### Where the registers sit

Other sequential cells in the stronger grey, the rest of the logic in the fainter grey.
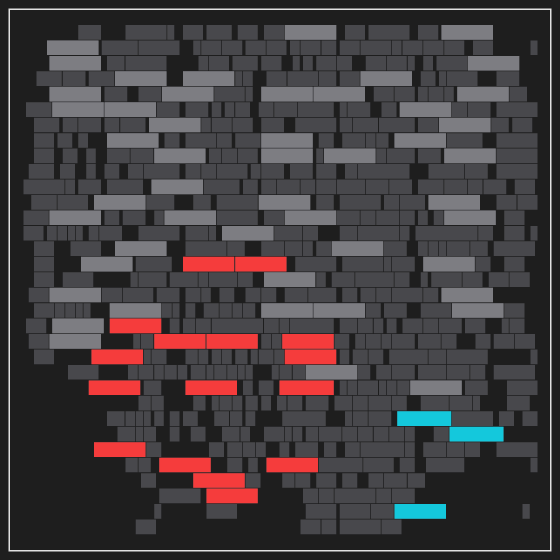
### Power grid

Pins as bars on the die edge.
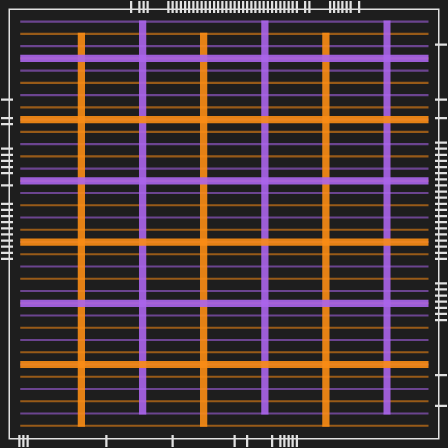
### Clock routing

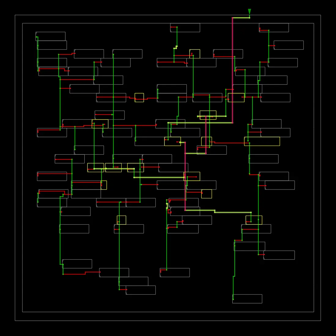
### Gate families picked out

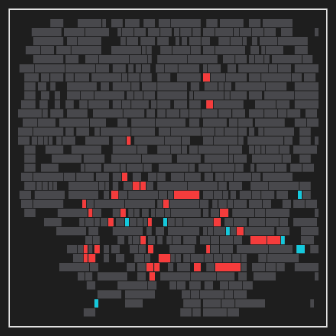
==> src/rtl/alu_pkg.sv <==
// Shared definitions for the alu_regfile datapath and its microsequencers:
// opcodes, flag bit positions and the GCD sequencer state encoding.
package alu_pkg;

  localparam logic [7:0] OP_MOV = 8'h01;
  localparam logic [7:0] OP_SUB = 8'h02;
  localparam logic [7:0] OP_CMP = 8'h03;

  localparam int FLAG_C = 0;
  localparam int FLAG_L = 1;
  localparam int FLAG_F = 2;
  localparam int FLAG_Z = 3;
  localparam int FLAG_N = 4;

  typedef enum logic [2:0] {
    ST_IDLE = 3'd0,
    ST_LD_A = 3'd1,
    ST_LD_B = 3'd2,
    ST_CMP  = 3'd3,
    ST_STEP = 3'd4,
    ST_FIN  = 3'd5
  } seq_state_e;

endpackage

==> src/rtl/gcd_sequencer.sv <==
// Handshaked microsequencer computing gcd(op_a, op_b) by subtractive Euclid
// on the shared alu_regfile datapath; aborts with err after MAX_ITER steps.
module gcd_sequencer
  import alu_pkg::*;
#(
  parameter int          DATA_W   = 16,
  parameter logic [2:0]  RA       = 3'd1,
  parameter logic [2:0]  RB       = 3'd2,
  parameter logic [2:0]  RSCR     = 3'd7,
  parameter int unsigned MAX_ITER = 65535
) (
  input  logic              clk,
  input  logic              reset,
  input  logic              start,
  input  logic [DATA_W-1:0] op_a,
  input  logic [DATA_W-1:0] op_b,
  output logic              busy,
  output logic              done,
  output logic [DATA_W-1:0] result,
  output logic              err,
  output logic [2:0]        a_reg,
  output logic [2:0]        b_reg,
  output logic [2:0]        dest_reg,
  output logic [DATA_W-1:0] immediate,
  output logic              immediate_p,
  output logic [7:0]        alu_op,
  input  logic [DATA_W-1:0] alu_bus,
  input  logic [4:0]        flags
);

  localparam logic [15:0] MAX_ITER_C = 16'(MAX_ITER);

  seq_state_e        state_q, state_d;
  logic [DATA_W-1:0] a_q, a_d;
  logic [DATA_W-1:0] b_q, b_d;
  logic [15:0]       cnt_q, cnt_d;
  logic [DATA_W-1:0] result_q, result_d;
  logic              err_q, err_d;

  logic flag_z;
  logic flag_l;
  logic at_limit;
  logic unused_flags;

  assign flag_z       = flags[FLAG_Z];
  assign flag_l       = flags[FLAG_L];
  assign at_limit     = (cnt_q == MAX_ITER_C);
  assign unused_flags = ^{flags[FLAG_C], flags[FLAG_F], flags[FLAG_N]};

  always_ff @(posedge clk or posedge reset) begin
    if (reset) begin
      state_q  <= ST_IDLE;
      a_q      <= '0;
      b_q      <= '0;
      cnt_q    <= '0;
      result_q <= '0;
      err_q    <= 1'b0;
    end else begin
      state_q  <= state_d;
      a_q      <= a_d;
      b_q      <= b_d;
      cnt_q    <= cnt_d;
      result_q <= result_d;
      err_q    <= err_d;
    end
  end

  always_comb begin
    state_d  = state_q;
    a_d      = a_q;
    b_d      = b_q;
    cnt_d    = cnt_q;
    result_d = result_q;
    err_d    = err_q;
    unique case (state_q)
      ST_IDLE: begin
        if (start) begin
          err_d = 1'b0;
          if (op_a == '0 || op_b == '0) begin
            // gcd(x,0) = x and gcd(0,0) = 0, so no datapath work is needed.
            result_d = op_a | op_b;
            state_d  = ST_FIN;
          end else begin
            a_d     = op_a;
            b_d     = op_b;
            cnt_d   = '0;
            state_d = ST_LD_A;
          end
        end
      end
      ST_LD_A: state_d = ST_LD_B;
      ST_LD_B: state_d = ST_CMP;
      ST_CMP:  state_d = ST_STEP;
      ST_STEP: begin
        if (flag_z) begin
          result_d = alu_bus;
          state_d  = ST_FIN;
        end else if (at_limit) begin
          err_d    = 1'b1;
          result_d = '0;
          state_d  = ST_FIN;
        end else begin
          cnt_d   = cnt_q + 16'd1;
          state_d = ST_CMP;
        end
      end
      ST_FIN:  state_d = ST_IDLE;
      default: state_d = ST_IDLE;
    endcase
  end

  always_comb begin
    a_reg       = RSCR;
    b_reg       = RSCR;
    dest_reg    = RSCR;
    alu_op      = OP_MOV;
    immediate_p = 1'b0;
    immediate   = '0;
    busy        = (state_q != ST_IDLE);
    done        = (state_q == ST_FIN);
    unique case (state_q)
      ST_LD_A: begin
        immediate_p = 1'b1;
        immediate   = a_q;
        dest_reg    = RA;
      end
      ST_LD_B: begin
        immediate_p = 1'b1;
        immediate   = b_q;
        dest_reg    = RB;
      end
      ST_CMP: begin
        alu_op = OP_CMP;
        a_reg  = RA;
        b_reg  = RB;
      end
      ST_STEP: begin
        if (flag_z) begin
          // Route RA onto alu_bus so the result is captured this cycle.
          b_reg = RA;
        end else if (!at_limit) begin
          alu_op = OP_SUB;
          if (flag_l) begin
            a_reg    = RB;
            b_reg    = RA;
            dest_reg = RB;
          end else begin
            a_reg    = RA;
            b_reg    = RB;
            dest_reg = RA;
          end
        end
      end
      default: ;
    endcase
  end

  assign result = result_q;
  assign err    = err_q;

endmodule

==> config.mk <==
export PLATFORM = sky130hd
export DESIGN_NAME = gcd_sequencer
export DESIGN_NICKNAME = d
export VERILOG_FILES = /design/src/rtl/alu_pkg.sv /design/src/rtl/gcd_sequencer.sv
export SDC_FILE = /design/constraint.sdc
export NUM_CORES = 1
export LEC_CHECK = 0
export CAP_MARGIN = 30
export CORE_MARGIN = 2
export CORE_UTILIZATION = 43
export DETAILED_ROUTE_END_ITERATION = 6
export PLACE_DENSITY = 0.77
export SLEW_MARGIN = 15
export SYNTH_ARGS = -nofsm -noshare
export SYNTH_HDL_FRONTEND = slang
export SYNTH_SLANG_ARGS = --single-unit
==> constraint.sdc <==
create_clock -name clk -period 2.15 [get_ports clk]
set_input_delay 0.43 -clock clk [delete_from_list [all_inputs] [get_ports clk]]
set_output_delay 0.43 -clock clk [all_outputs]
set_load 0.05 [all_outputs]
==> impl_metrics.toml <==
# generated from flow reports
[status]
failed_checks = "negative setup slack"
outcome = "finished with violations"

[sta]
worst_slack_ns = -0.247
setup_violations = 35

[clock_tree]
root_buffer = "clkbuf_8"
clockBufferDepth = 2

[detailed_routing]
top_layer_used = "met4"
drt_iter0_drc = 240

[critical_path]
endpoint = "b_reg[2]"
cp_top_family = "simple AND/OR/NAND/NOR gates"

[placement]
preCtsSetupSlack_ns = -0.525
gp_congestion = 0.822
io_buffers = 99

[grt]
grt_first_pass_wirelength_um = 18400
overflow = 0
grt_pass1_vias = 3672

[power]
seqPwrFrac = 0.228

[final_layout]
lay_top_cells = "buf_4 (82), dfrtp_1 (65), clkdlybuf4s50_1 (61)"
drive_gt1_frac = 0.455

[synth]
yosys-stat-cells = 336
-- 'Where the registers sit' (at the start) --
Key: red = cnt_q [sequential cells 16]; cyan = state_q [sequential cells 3]
Another 49 sequential cells are not coloured.
Seq power: 2.20 mW
Seq area share: 0.276
register area: 1710 sq um
post-layout util: 0.758

-- 'Power grid' (at the start) --
Key: purple = VDD; orange = VSS
6 straps on met5. 6 straps on met4. 34 met1 rails follow the rows. 109 signal pins sit on the boundary.
core area: 8130 sq um
worst vdd ir: 915 uV

-- 'Clock routing' (at the start) --
CTS buffer count: 9
flip-flop and latch count: 68

-- 'Gate families picked out' (at the start) --
Key: red = NAND gates [cells 32, most used nand3_1]; cyan = inverters [cells 7]
fraction of area in multi-input gates: 0.321
non-filler cells, final: 635
most instantiated logic cell after routing: buf_4

Power figures rest on the tool's default switching activity, not on a simulated workload.
